File: config.mk
export PLATFORM = sky130hd
export DESIGN_NAME = decode_queue_flat
export DESIGN_NICKNAME = d
export VERILOG_FILES = /design/src/rtl/decode_queue_if.sv /design/src/rtl/decode_queue.sv /design/src/flat_wrapper.sv
export SDC_FILE = /design/constraint.sdc
export NUM_CORES = 1
export LEC_CHECK = 0
export CAP_MARGIN = 40
export CELL_PAD_IN_SITES_DETAIL_PLACEMENT = 0
export CELL_PAD_IN_SITES_GLOBAL_PLACEMENT = 2
export CORE_MARGIN = 4
export CORE_UTILIZATION = 44
export CTS_BUF_LIST = sky130_fd_sc_hd__clkbuf_8
export CTS_CLUSTER_DIAMETER = 30
export DETAILED_ROUTE_END_ITERATION = 7
export PLACE_DENSITY = 0.88
export SYNTH_ARGS = -nofsm -noshare
export SYNTH_HDL_FRONTEND = slang
export SYNTH_SLANG_ARGS = --single-unit
export TNS_END_PERCENT = 5
File: constraint.sdc
create_clock -name clk -period 4.2 [get_ports clk]
set_clock_uncertainty 0.2 [all_clocks]
set_input_delay 0.84 -clock clk [delete_from_list [all_inputs] [get_ports clk]]
set_output_delay 0.84 -clock clk [all_outputs]
set_load 0.1 [all_outputs]
File: src/rtl/decode_queue_if.sv
// Fetch-to-issue handshake bundle for the decode queue: fetch valid/ready on the
// in side, decoded head entry with valid/ready on the out side.
interface decode_queue_if;
    logic        in_valid;
    logic        in_ready;
    logic [31:0] in_instr;
    logic [31:0] in_pc;
    logic        out_valid;
    logic        out_ready;
    logic [31:0] out_instr;
    logic [31:0] out_pc;
    logic [5:0]  out_id;
    logic [7:0]  out_class;
    logic        out_illegal;

    modport master (
        output in_valid, in_instr, in_pc, out_ready,
        input  in_ready, out_valid, out_instr, out_pc, out_id, out_class, out_illegal
    );

    modport slave (
        input  in_valid, in_instr, in_pc, out_ready,
        output in_ready, out_valid, out_instr, out_pc, out_id, out_class, out_illegal
    );
endinterface

File: src/rtl/decode_queue.sv
// MIPS decode stage: words are decoded as they enter a DEPTH-entry FIFO and the
// decoded head is presented to issue; flush empties the queue on redirect.
module decode_queue #(
    parameter int DEPTH      = 4,
    parameter bit ENABLE_CP0 = 1'b1,
    parameter int CNT_W      = $clog2(DEPTH + 1)
) (
    input  logic             clk,
    input  logic             rst_n,
    input  logic             flush,
    decode_queue_if.slave    bus,
    output logic [CNT_W-1:0] count
);
    localparam int PTR_W = $clog2(DEPTH);

    logic [PTR_W-1:0] wr_ptr;
    logic [PTR_W-1:0] rd_ptr;
    logic [31:0]      instr_q [DEPTH];
    logic [31:0]      pc_q    [DEPTH];
    logic [5:0]       id_q    [DEPTH];
    logic [7:0]       cls_q   [DEPTH];
    logic             push;
    logic             pop;
    logic [5:0]       dec_id;
    logic [7:0]       dec_cls;

    function automatic logic [5:0] decode_id(input logic [5:0] op, input logic [4:0] rs,
                                             input logic [4:0] rt, input logic [5:0] fn);
        logic [5:0] id;
        id = 6'd0;
        case (op)
            6'h00: begin
                case (fn)
                    6'h20: id = 6'd1;
                    6'h21: id = 6'd2;
                    6'h22: id = 6'd3;
                    6'h23: id = 6'd4;
                    6'h00: id = 6'd5;
                    6'h02: id = 6'd6;
                    6'h03: id = 6'd7;
                    6'h04: id = 6'd8;
                    6'h06: id = 6'd9;
                    6'h07: id = 6'd10;
                    6'h24: id = 6'd11;
                    6'h25: id = 6'd12;
                    6'h26: id = 6'd13;
                    6'h27: id = 6'd14;
                    6'h2a: id = 6'd15;
                    6'h2b: id = 6'd16;
                    6'h08: id = 6'd41;
                    6'h09: id = 6'd42;
                    6'h18: id = 6'd43;
                    6'h19: id = 6'd44;
                    6'h1a: id = 6'd45;
                    6'h1b: id = 6'd46;
                    6'h11: id = 6'd47;
                    6'h13: id = 6'd48;
                    6'h10: id = 6'd49;
                    6'h12: id = 6'd50;
                    default: id = 6'd0;
                endcase
            end
            // regimm branches are selected by the rt field
            6'h01: begin
                if (rt == 5'd0)      id = 6'd29;
                else if (rt == 5'd1) id = 6'd30;
            end
            6'h08: id = 6'd17;
            6'h09: id = 6'd18;
            6'h0c: id = 6'd19;
            6'h0e: id = 6'd20;
            6'h0f: id = 6'd21;
            6'h0d: id = 6'd22;
            6'h0a: id = 6'd23;
            6'h0b: id = 6'd24;
            6'h04: id = 6'd25;
            6'h05: id = 6'd26;
            6'h06: id = 6'd27;
            6'h07: id = 6'd28;
            6'h2b: id = 6'd31;
            6'h29: id = 6'd32;
            6'h28: id = 6'd33;
            6'h20: id = 6'd34;
            6'h24: id = 6'd35;
            6'h21: id = 6'd36;
            6'h25: id = 6'd37;
            6'h23: id = 6'd38;
            6'h02: id = 6'd39;
            6'h03: id = 6'd40;
            6'h10: begin
                if (ENABLE_CP0) begin
                    if (rs == 5'h10)     id = 6'd51;
                    else if (rs == 5'd0) id = 6'd52;
                    else if (rs == 5'd4) id = 6'd53;
                end
            end
            default: id = 6'd0;
        endcase
        return id;
    endfunction

    // Class bits {mft,ltype,stype,jtype,mtype,btype,itype,rtype}; illegal (id 0) gives 0
    function automatic logic [7:0] class_of(input logic [5:0] id, input logic [5:0] op);
        logic [7:0] c;
        c    = 8'd0;
        c[0] = (op == 6'h00) && (id != 6'd0);
        c[1] = (id >= 6'd17) && (id <= 6'd24);
        c[2] = (id >= 6'd25) && (id <= 6'd30);
        c[3] = (id >= 6'd31) && (id <= 6'd38);
        c[4] = (id >= 6'd39) && (id <= 6'd42);
        c[5] = (id >= 6'd31) && (id <= 6'd33);
        c[6] = (id >= 6'd34) && (id <= 6'd38);
        c[7] = ((id >= 6'd43) && (id <= 6'd50)) || (id == 6'd52) || (id == 6'd53);
        return c;
    endfunction

    assign dec_id  = decode_id(bus.in_instr[31:26], bus.in_instr[25:21],
                               bus.in_instr[20:16], bus.in_instr[5:0]);
    assign dec_cls = class_of(dec_id, bus.in_instr[31:26]);

    assign bus.out_valid = (count != '0);
    assign bus.in_ready  = (count != CNT_W'(DEPTH));
    assign push          = bus.in_valid && bus.in_ready;
    assign pop           = bus.out_valid && bus.out_ready;

    always_ff @(posedge clk or negedge rst_n) begin
        if (!rst_n) begin
            wr_ptr <= '0;
            rd_ptr <= '0;
            count  <= '0;
        end else if (flush) begin
            wr_ptr <= '0;
            rd_ptr <= '0;
            count  <= '0;
        end else begin
            if (push) wr_ptr <= wr_ptr + PTR_W'(1);
            if (pop)  rd_ptr <= rd_ptr + PTR_W'(1);
            case ({push, pop})
                2'b10:   count <= count + CNT_W'(1);
                2'b01:   count <= count - CNT_W'(1);
                default: count <= count;
            endcase
        end
    end

    // Storage holds data only; empty-queue outputs are forced to zero below
    always_ff @(posedge clk) begin
        if (push && !flush) begin
            instr_q[wr_ptr] <= bus.in_instr;
            pc_q[wr_ptr]    <= bus.in_pc;
            id_q[wr_ptr]    <= dec_id;
            cls_q[wr_ptr]   <= dec_cls;
        end
    end

    assign bus.out_instr   = bus.out_valid ? instr_q[rd_ptr] : 32'd0;
    assign bus.out_pc      = bus.out_valid ? pc_q[rd_ptr]    : 32'd0;
    assign bus.out_id      = bus.out_valid ? id_q[rd_ptr]    : 6'd0;
    assign bus.out_class   = bus.out_valid ? cls_q[rd_ptr]   : 8'd0;
    assign bus.out_illegal = bus.out_valid && (id_q[rd_ptr] == 6'd0);
endmodule

File: src/flat_wrapper.sv
// flat-port wrapper written by rule: the top's interface ports become plain ports
module decode_queue_flat 
#(
    parameter int DEPTH      = 4,
    parameter bit ENABLE_CP0 = 1'b1,
    parameter int CNT_W      = $clog2(DEPTH + 1)
)
  (clk, rst_n, flush, count, bus_in_valid, bus_in_instr, bus_in_pc, bus_out_ready, bus_in_ready, bus_out_valid, bus_out_instr, bus_out_pc, bus_out_id, bus_out_class, bus_out_illegal);
  decode_queue_if bus_i ();
  input  logic clk;
  input  logic rst_n;
  input  logic flush;
  output logic [CNT_W-1:0] count;
  input wire logic [$bits(bus_i.in_valid)-1:0] bus_in_valid;
  input wire logic [$bits(bus_i.in_instr)-1:0] bus_in_instr;
  input wire logic [$bits(bus_i.in_pc)-1:0] bus_in_pc;
  input wire logic [$bits(bus_i.out_ready)-1:0] bus_out_ready;
  output wire logic [$bits(bus_i.in_ready)-1:0] bus_in_ready;
  output wire logic [$bits(bus_i.out_valid)-1:0] bus_out_valid;
  output wire logic [$bits(bus_i.out_instr)-1:0] bus_out_instr;
  output wire logic [$bits(bus_i.out_pc)-1:0] bus_out_pc;
  output wire logic [$bits(bus_i.out_id)-1:0] bus_out_id;
  output wire logic [$bits(bus_i.out_class)-1:0] bus_out_class;
  output wire logic [$bits(bus_i.out_illegal)-1:0] bus_out_illegal;
  assign bus_i.in_valid = bus_in_valid;
  assign bus_i.in_instr = bus_in_instr;
  assign bus_i.in_pc = bus_in_pc;
  assign bus_i.out_ready = bus_out_ready;
  assign bus_in_ready = bus_i.in_ready;
  assign bus_out_valid = bus_i.out_valid;
  assign bus_out_instr = bus_i.out_instr;
  assign bus_out_pc = bus_i.out_pc;
  assign bus_out_id = bus_i.out_id;
  assign bus_out_class = bus_i.out_class;
  assign bus_out_illegal = bus_i.out_illegal;
  decode_queue #(.DEPTH(DEPTH), .ENABLE_CP0(ENABLE_CP0), .CNT_W(CNT_W)) u_core (.clk(clk), .rst_n(rst_n), .flush(flush), .bus(bus_i), .count(count));
endmodule
==> results.rst, run 1 <==
Synthesis and place-and-route
=============================

.. list-table::
   :header-rows: 1

   * - Metric
     - Value
   * - Data required time at the worst endpoint
     - 3.16 ns
   * - Mean area per synthesized cell
     - 18.96 um2
   * - H-tree depth
     - 2
   * - Setup tns final
     - 0 ns
   * - Total of flip-flops plus latches after synthesis
     - 319
   * - Proportion of synthesized flip-flops having asynchronous set or reset
     - 2.194%
   * - Clock tree buffer depth
     - 3
   * - Tool warnings
     - 35
   * - Wirelength, routed
     - 27.32 mm
   * - Hold violation total from the final report
     - 0
   * - Most frequent cells after synthesis
     - edfxtp_1, and2_1, mux4_2
   * - Root Driver
     - clkbuf_8
   * - Reg2reg path depth
     - 8
   * - Hold crit path type
     - in2async
   * - DR top layer
     - met4
   * - Slew at the pin with the worst max-slew slack
     - 0.5487 ns
   * - Count of unresolved DRC violations after routing
     - 0
   * - Setup violators final
     - 0
   * - Total number of placement rows
     - 63
   * - Number of standard cells reported by yosys
     - 697
   * - Critical Path Sink Type
     - output port
   * - Yosys chip area
     - 0.01322 mm2
   * - Die Span X
     - 181.3 um
   * - Global Route met1 Usage
     - 22.08%
   * - Final cell count without fillers
     - 1349
   * - Yosys top cell by instances
     - edfxtp_1
   * - Fmax achieved
     - 0.2496 GHz
   * - Ports
     - 153
   * - Endpoint arrival time on the critical path
     - 2.97 ns
   * - Final std cell area, no fill
     - 0.01642 mm2
   * - Initial drt markers
     - 531
   * - Sequential cell area
     - 0.009552 mm2
   * - Launching instance or port of the critical path
     - u_core.rd_ptr[0]
   * - Compound Share, Synth
     - 3.191%
   * - Peak-usage layer in the global routing report
     - met2
   * - Arithmetic-cell share of the synthesized area counting full adders, half adders and majority gates
     - 1.174%
   * - Reported max-cap violation count
     - 0
   * - Vert. Die Dim
     - 181.3 um
   * - Worst path depth
     - 4
   * - Combinational family with the most area after synthesis
     - multiplexers
   * - Post-synth seq share
     - 72.22%
   * - Tapcell count
     - 390
   * - CTS tree
     - built
   * - Area share of and/or/nand/nor cells after synthesis
     - 7.423%
   * - Main area contributors
     - edfxtp_1, mux4_2, and2_1
   * - Area share of buffers outside the clock network
     - 10.81%
   * - Final routed wire length divided by cell count
     - 20.25 um
   * - MI comb area
     - 0.003463 mm2
   * - Fraction of area in clock buffers and inverters
     - 6.669%
   * - Met1 Routed Length
     - 11.54 mm
   * - Vias in the first global route
     - 7494
   * - Share of the core filled with cells
     - 55.39%
   * - Dpl ws
     - 0.1643 ns
   * - Port Buffers
     - 152
   * - Capture point of the worst reg-to-reg path
     - u_core.count[2]
   * - Flop2flop setup slack
     - 1.57 ns
   * - Final cycle utilization of the critical path
     - 95.39%
   * - Cells after Synth
     - 697
   * - Clock-pin slew of the registers on the worst-case setup and hold paths
     - 0.06 ns
   * - Largest delay contributor family on the critical path
     - simple AND/OR/NAND/NOR gates
   * - Status
     - completed
   * - Cell accounting for the most synthesized area
     - edfxtp_1
   * - Die ar.
     - 0.03287 mm2
   * - Combinational share of cell area
     - 21.10%
   * - Most frequent logic cell in the layout
     - edfxtp_1
   * - Iteration tally of the first detailed-router pass
     - 5
   * - Dominant kind of cell
     - registers
   * - Remaining Overflow, GRT
     - 0
   * - Max-slew violations
     - 0
   * - Total half-perimeter wirelength after legalization and detailed placement
     - 17.33 mm
   * - Routability Congestion
     - 0.8175
   * - Dominant Register Cell
     - edfxtp_1
   * - Syn-to-layout area delta
     - 24.23%
   * - Net count entering floorplan
     - 777
   * - Global Route Usage Sum
     - 16.68%
   * - Fraction of final layout cells sized beyond drive strength 1
     - 32.85%
   * - Placed insts
     - 1243
   * - Cell-by-cell trace of the critical path
     - mux4_2, or4_1, nor4_2, buf_12
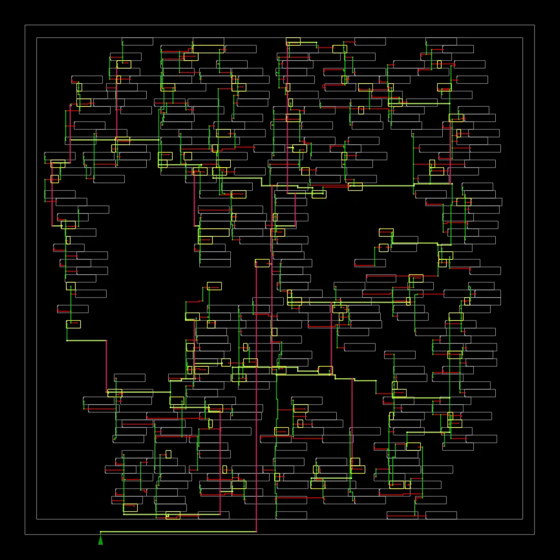
**Above:** run 1 (clock nets).
TritonCTS buffer count: 57
later-pin clock latency in the skew report: 0.57 ns
registers: 319
count of clock tree sinks: 319
number of clock buffers in the layout: 58

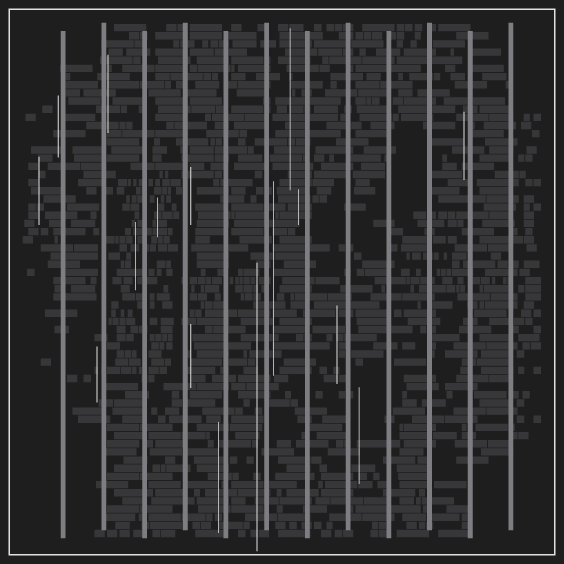
**Above:** run 1 (M4 wires).
(3 px per um) Supply wires on this layer in grey. Cells faint in the background.
nets with wire on the layer: 8
wire length on this layer: 505 um

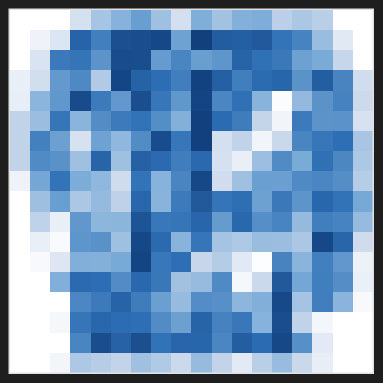
**Above:** run 1 (cell density map).
(2 px per um) 18 x 18 tiles, from white (low) to dark blue (high), 0 to 100% covered.
nearly empty tiles: 10%
tiles over 75% full: 19%
mean over tiles: 49%
fullest tile: 94%
densest ninth of the die: top middle

**Run 1: metal layers overlaid**

(2 px per um)
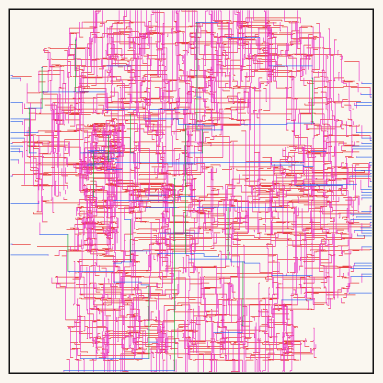

## Run 2: what changed since run 1
--- a/config.mk
+++ b/config.mk
@@ -9,11 +9,11 @@
 export CELL_PAD_IN_SITES_DETAIL_PLACEMENT = 0
 export CELL_PAD_IN_SITES_GLOBAL_PLACEMENT = 2
 export CORE_MARGIN = 4
-export CORE_UTILIZATION = 44
-export CTS_BUF_LIST = sky130_fd_sc_hd__clkbuf_8
+export CORE_UTILIZATION = 42
+export CTS_BUF_LIST = sky130_fd_sc_hd__clkbuf_16
 export CTS_CLUSTER_DIAMETER = 30
 export DETAILED_ROUTE_END_ITERATION = 7
-export PLACE_DENSITY = 0.88
+export PLACE_DENSITY = 0.85
 export SYNTH_ARGS = -nofsm -noshare
 export SYNTH_HDL_FRONTEND = slang
 export SYNTH_SLANG_ARGS = --single-unit
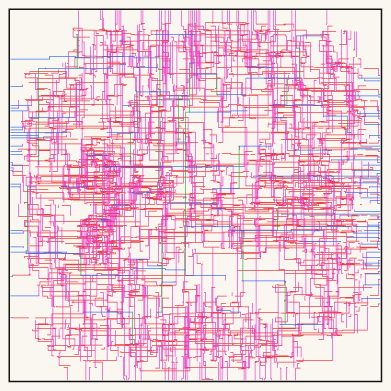
**Above:** run 2 (metal layers overlaid).
(2 px per um)
legend:
  metal 1:
    colour: red
    wire_length: 12400 um
  metal 3:
    colour: blue
    wire_length: 1580 um
  metal 4:
    colour: green
    wire_length: 511 um
  metal 2:
    colour: magenta
    wire_length: 13700 um

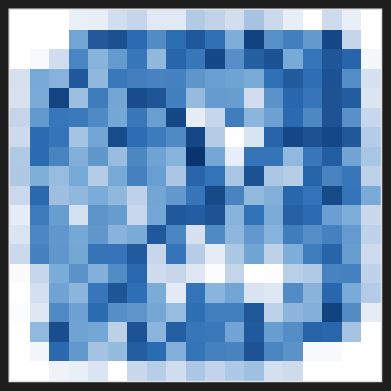
**Above:** run 2 (cell density map).
(2 px per um) 19 x 19 tiles, from white (low) to dark blue (high), 0 to 100% covered.
nearly empty tiles: 7.8%
fullest tile: 98%
mean over tiles: 49%
tiles over 75% full: 19%

==> run 2 against run 1 <==
Final cell count increased by 0.89%. Global-route usage is 0.22 points lower. Critical path type unchanged. Highest routed layer unchanged. Flip-flop count did not move. Via count is 1.6% higher. Design area up 5.8%. Critical path depth unchanged.
==> results.rst, run 2 <==
Synthesis and place-and-route
=============================

.. list-table::
   :header-rows: 1

   * - Metric
     - Value
   * - Status
     - completed
   * - DR top layer
     - met4
   * - Die Span X
     - 185.4 um (+2.2%)
   * - Dpl ws
     - 0.09772 ns (-0.06656 ns)
   * - Reg2reg path depth
     - 9 (+1)
   * - Placed insts
     - 1247 (+0.32%)
   * - Total half-perimeter wirelength after legalization and detailed placement
     - 16.84 mm (-2.8%)
   * - Syn-to-layout area delta
     - 31.48%
   * - Max-slew violations
     - 0 (unchanged)
   * - Number of standard cells reported by yosys
     - 697 (unchanged)
   * - Hold violation total from the final report
     - 0 (unchanged)
   * - Launching instance or port of the critical path
     - u_core.rd_ptr[0]
   * - Final cycle utilization of the critical path
     - 93.04% (-2.4 points)
   * - Vert. Die Dim
     - 185.4 um (+2.2%)
   * - Peak-usage layer in the global routing report
     - met2
   * - Global Route Usage Sum
     - 16.45% (-0.22 points)
   * - Area share of and/or/nand/nor cells after synthesis
     - 7.423% (unchanged)
   * - Capture point of the worst reg-to-reg path
     - u_core.count[2]
   * - Most frequent cells after synthesis
     - edfxtp_1, and2_1, mux4_2
   * - Net count entering floorplan
     - 777 (unchanged)
   * - Combinational share of cell area
     - 19.93% (-1.2 points)
   * - Final std cell area, no fill
     - 0.01738 mm2 (+5.8%)
   * - Slew at the pin with the worst max-slew slack
     - 0.6374 ns (+0.08871 ns)
   * - Most frequent logic cell in the layout
     - edfxtp_1
   * - Hold crit path type
     - in2async
   * - CTS tree
     - built
   * - Ports
     - 153 (unchanged)
   * - Cells after Synth
     - 697 (unchanged)
   * - Share of the core filled with cells
     - 56.36% (+0.97 points)
   * - Cell accounting for the most synthesized area
     - edfxtp_1
   * - Port Buffers
     - 152 (unchanged)
   * - Tapcell count
     - 396 (+1.5%)
   * - Reported max-cap violation count
     - 0 (unchanged)
   * - Initial drt markers
     - 538 (+1.3%)
   * - Die ar.
     - 0.03437 mm2 (+4.5%)
   * - Sequential cell area
     - 0.009552 mm2 (unchanged)
   * - Yosys chip area
     - 0.01322 mm2 (unchanged)
   * - Vias in the first global route
     - 7594 (+1.3%)
   * - Clock-pin slew of the registers on the worst-case setup and hold paths
     - 0.05 ns (about the same)
   * - Root Driver
     - clkbuf_16
   * - Total of flip-flops plus latches after synthesis
     - 319 (unchanged)
   * - Arithmetic-cell share of the synthesized area counting full adders, half adders and majority gates
     - 1.174% (unchanged)
   * - Iteration tally of the first detailed-router pass
     - 4 (-1)
   * - Dominant kind of cell
     - registers
   * - Remaining Overflow, GRT
     - 0 (unchanged)
   * - Main area contributors
     - edfxtp_1, mux4_2, and2_1
   * - Data required time at the worst endpoint
     - 3.16 ns (about the same)
   * - Final routed wire length divided by cell count
     - 20.66 um (+2.0%)
   * - Proportion of synthesized flip-flops having asynchronous set or reset
     - 2.194% (unchanged)
   * - Largest delay contributor family on the critical path
     - simple AND/OR/NAND/NOR gates
   * - Fmax achieved
     - 0.2559 GHz (+2.5%)
   * - Fraction of area in clock buffers and inverters
     - 11.92% (+5.2 points)
   * - Dominant Register Cell
     - edfxtp_1
   * - Later-pin clock latency in the skew report
     - 0.57 ns (about the same)
   * - MI comb area
     - 0.003463 mm2 (unchanged)
   * - Final cell count without fillers
     - 1361 (+0.89%)
   * - Met1 Routed Length
     - 12.38 mm (+7.2%)
   * - Clock tree buffer depth
     - 3 (unchanged)
   * - Fraction of final layout cells sized beyond drive strength 1
     - 33.89% (+1.0 points)
   * - Registers
     - 319 (unchanged)
   * - H-tree depth
     - 2 (unchanged)
   * - Global Route met1 Usage
     - 22.67% (+0.59 points)
   * - Routability Congestion
     - 0.8248 (+0.89%)
   * - Count of clock tree sinks
     - 319 (unchanged)
   * - Area share of buffers outside the clock network
     - 10.07% (-0.74 points)
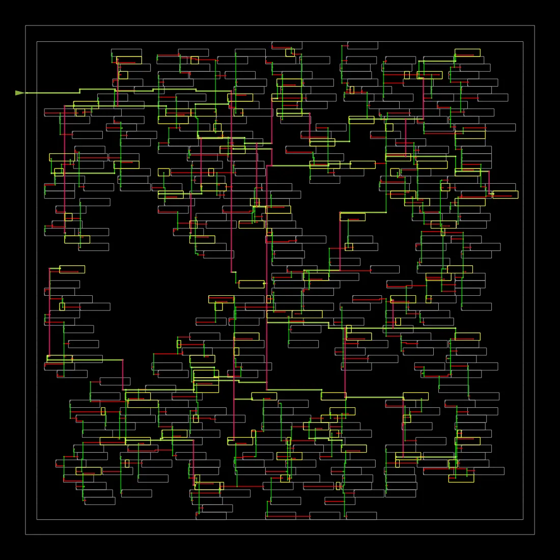
**Above:** run 2 (clock nets).
TritonCTS buffer count: 61
number of clock buffers in the layout: 62

**Run 2: sequential cells grouped by signal name**

(2 px per um) Other sequential cells in the stronger grey, the rest of the logic in the fainter grey.
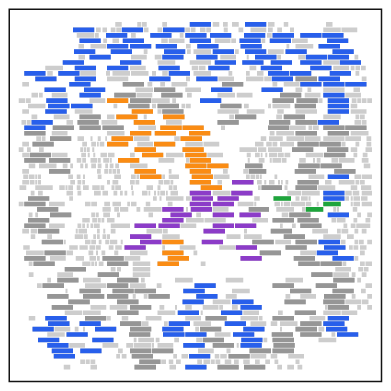

## Run 3: what changed since run 2
--- a/config.mk
+++ b/config.mk
@@ -9,11 +9,12 @@
 export CELL_PAD_IN_SITES_DETAIL_PLACEMENT = 0
 export CELL_PAD_IN_SITES_GLOBAL_PLACEMENT = 2
 export CORE_MARGIN = 4
-export CORE_UTILIZATION = 42
+export CORE_UTILIZATION = 48
 export CTS_BUF_LIST = sky130_fd_sc_hd__clkbuf_16
 export CTS_CLUSTER_DIAMETER = 30
 export DETAILED_ROUTE_END_ITERATION = 7
-export PLACE_DENSITY = 0.85
+export DONT_BUFFER_PORTS = 1
+export PLACE_DENSITY = 0.78
 export SYNTH_ARGS = -nofsm -noshare
 export SYNTH_HDL_FRONTEND = slang
 export SYNTH_SLANG_ARGS = --single-unit
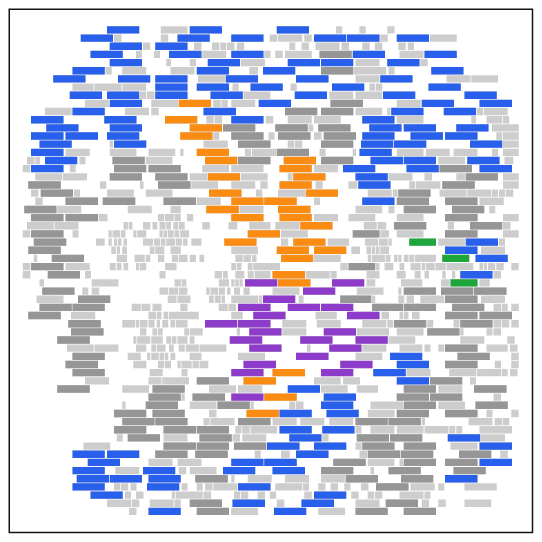
**Above:** run 3 (sequential cells grouped by signal name).
(3 px per um) Other sequential cells in the stronger grey, the rest of the logic in the fainter grey.
legend:
  u_core.id_q:
    colour: purple
    sequential_cells: 24
  u_core.count:
    colour: green
    sequential_cells: 3
  u_core.pc_q:
    colour: blue
    sequential_cells: 128
    where: spread over the die
  u_core.cls_q:
    colour: orange
    sequential_cells: 32
not coloured: 132

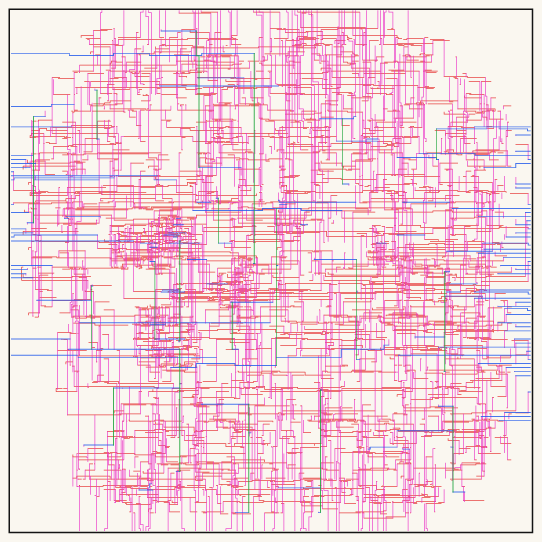
**Above:** run 3 (metal layers overlaid).
(3 px per um)
legend:
  metal 3:
    colour: blue
    wire_length: 1760 um
  metal 2:
    colour: magenta
    wire_length: 13700 um
  metal 4:
    colour: green
    wire_length: 595 um
  metal 1:
    colour: red
    wire_length: 11200 um

==> run 3 against run 2 <==
Area after synthesis did not move. Via count fell by 4.2%. Fmax rose by 2.5%. Clock-buffer cell count rose by 7. Design area fell by 4.8%. Final cell count fell by 11%. Setup slack improved by 0.095 ns.
==> results.rst, run 3 <==
Synthesis and place-and-route
=============================

.. list-table::
   :header-rows: 1

   * - Metric
     - Value
   * - Status
     - completed
   * - DR top layer
     - met4
   * - Sequential cell area
     - 0.009552 mm2 (unchanged)
   * - MI comb area
     - 0.003472 mm2 (+0.25%)
   * - Root Driver
     - clkbuf_16
   * - Final cycle utilization of the critical path
     - 90.77% (-2.3 points)
   * - Initial drt markers
     - 581 (+8.0%)
   * - Antenna diode instance count
     - 0
   * - Clock tree buffer depth
     - 3 (unchanged)
   * - Vias in the first global route
     - 7594 (unchanged)
   * - Combinational share of cell area
     - 20.98% (+1.1 points)
   * - Total of flip-flops plus latches after synthesis
     - 319 (unchanged)
   * - Peak-usage layer in the global routing report
     - met2
   * - Dominant kind of cell
     - registers
   * - Share of the core filled with cells
     - 61.22% (+4.9 points)
   * - Final routed wire length divided by cell count
     - 22.54 um (+9.1%)
   * - Registers
     - 319 (unchanged)
   * - Proportion of synthesized flip-flops having asynchronous set or reset
     - 2.194% (unchanged)
   * - Main area contributors
     - edfxtp_1, mux4_2, and2_1
   * - Remaining Overflow, GRT
     - 0 (unchanged)
   * - Final cell count without fillers
     - 1212 (-11%)
   * - Hold crit path type
     - in2reg
   * - Fmax achieved
     - 0.2623 GHz (+2.5%)
   * - Most frequent logic cell in the layout
     - edfxtp_1
   * - H-tree depth
     - 3 (+1)
   * - Slew at the pin with the worst max-slew slack
     - 0.9240 ns (+0.2866 ns)
   * - Reported max-cap violation count
     - 0 (unchanged)
   * - Vert. Die Dim
     - 173.9 um (-6.2%)
   * - Syn-to-layout area delta
     - 25.20%
   * - Capture point of the worst reg-to-reg path
     - u_core.instr_q[1][20]
   * - Global Route met1 Usage
     - 23.57% (+0.90 points)
   * - Cell accounting for the most synthesized area
     - edfxtp_1
   * - Largest delay contributor family on the critical path
     - buffers and inverters
   * - Count of unresolved DRC violations after routing
     - 0
   * - CTS tree
     - built
   * - Number of clock buffers in the layout
     - 69 (+11%)
   * - Dpl ws
     - 0.5959 ns (+0.4981 ns)
   * - Later-pin clock latency in the skew report
     - 0.53 ns (-0.04 ns)
   * - Yosys chip area
     - 0.01322 mm2 (unchanged)
   * - Max-slew violations
     - 0 (unchanged)
   * - Ports
     - 153 (unchanged)
   * - Arithmetic-cell share of the synthesized area counting full adders, half adders and majority gates
     - 1.174% (unchanged)
   * - Final std cell area, no fill
     - 0.01655 mm2 (-4.8%)
   * - Fraction of area in clock buffers and inverters
     - 13.30% (+1.4 points)
   * - Reg2reg path depth
     - 7 (-2)
   * - Global Route Usage Sum
     - 18.30% (+1.8 points)
   * - Routability Congestion
     - 0.7937 (-3.8%)
   * - Dominant Register Cell
     - edfxtp_1
   * - Placed insts
     - 1090 (-13%)
   * - Count of clock tree sinks
     - 319 (unchanged)
   * - Hold violation total from the final report
     - 0 (unchanged)
   * - TritonCTS buffer count
     - 67 (+9.8%)
   * - Total half-perimeter wirelength after legalization and detailed placement
     - 15.99 mm (-5.0%)
   * - Most frequent cells after synthesis
     - edfxtp_1, and2_1, mux4_2
   * - Fraction of final layout cells sized beyond drive strength 1
     - 34.33% (+0.44 points)
   * - Cells after Synth
     - 697 (unchanged)
   * - Area share of buffers outside the clock network
     - 5.127% (-4.9 points)
   * - Data required time at the worst endpoint
     - 3.16 ns (about the same)
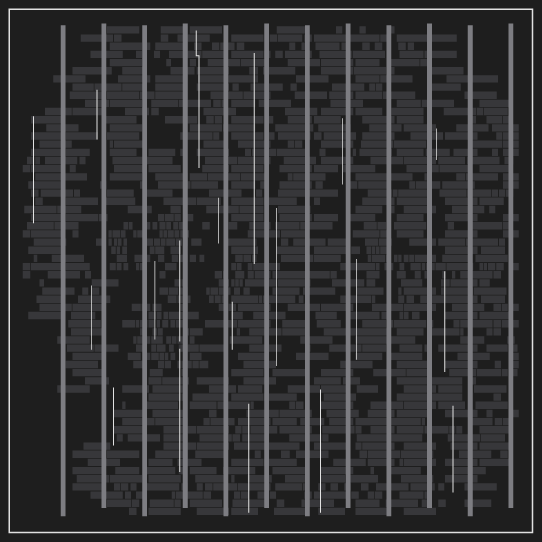
**Above:** run 3 (M4 wires).
(3 px per um) Supply wires on this layer in grey. Cells faint in the background.
longest straight run: 70.0 um
main direction: vertical
wire length on this layer: 595 um

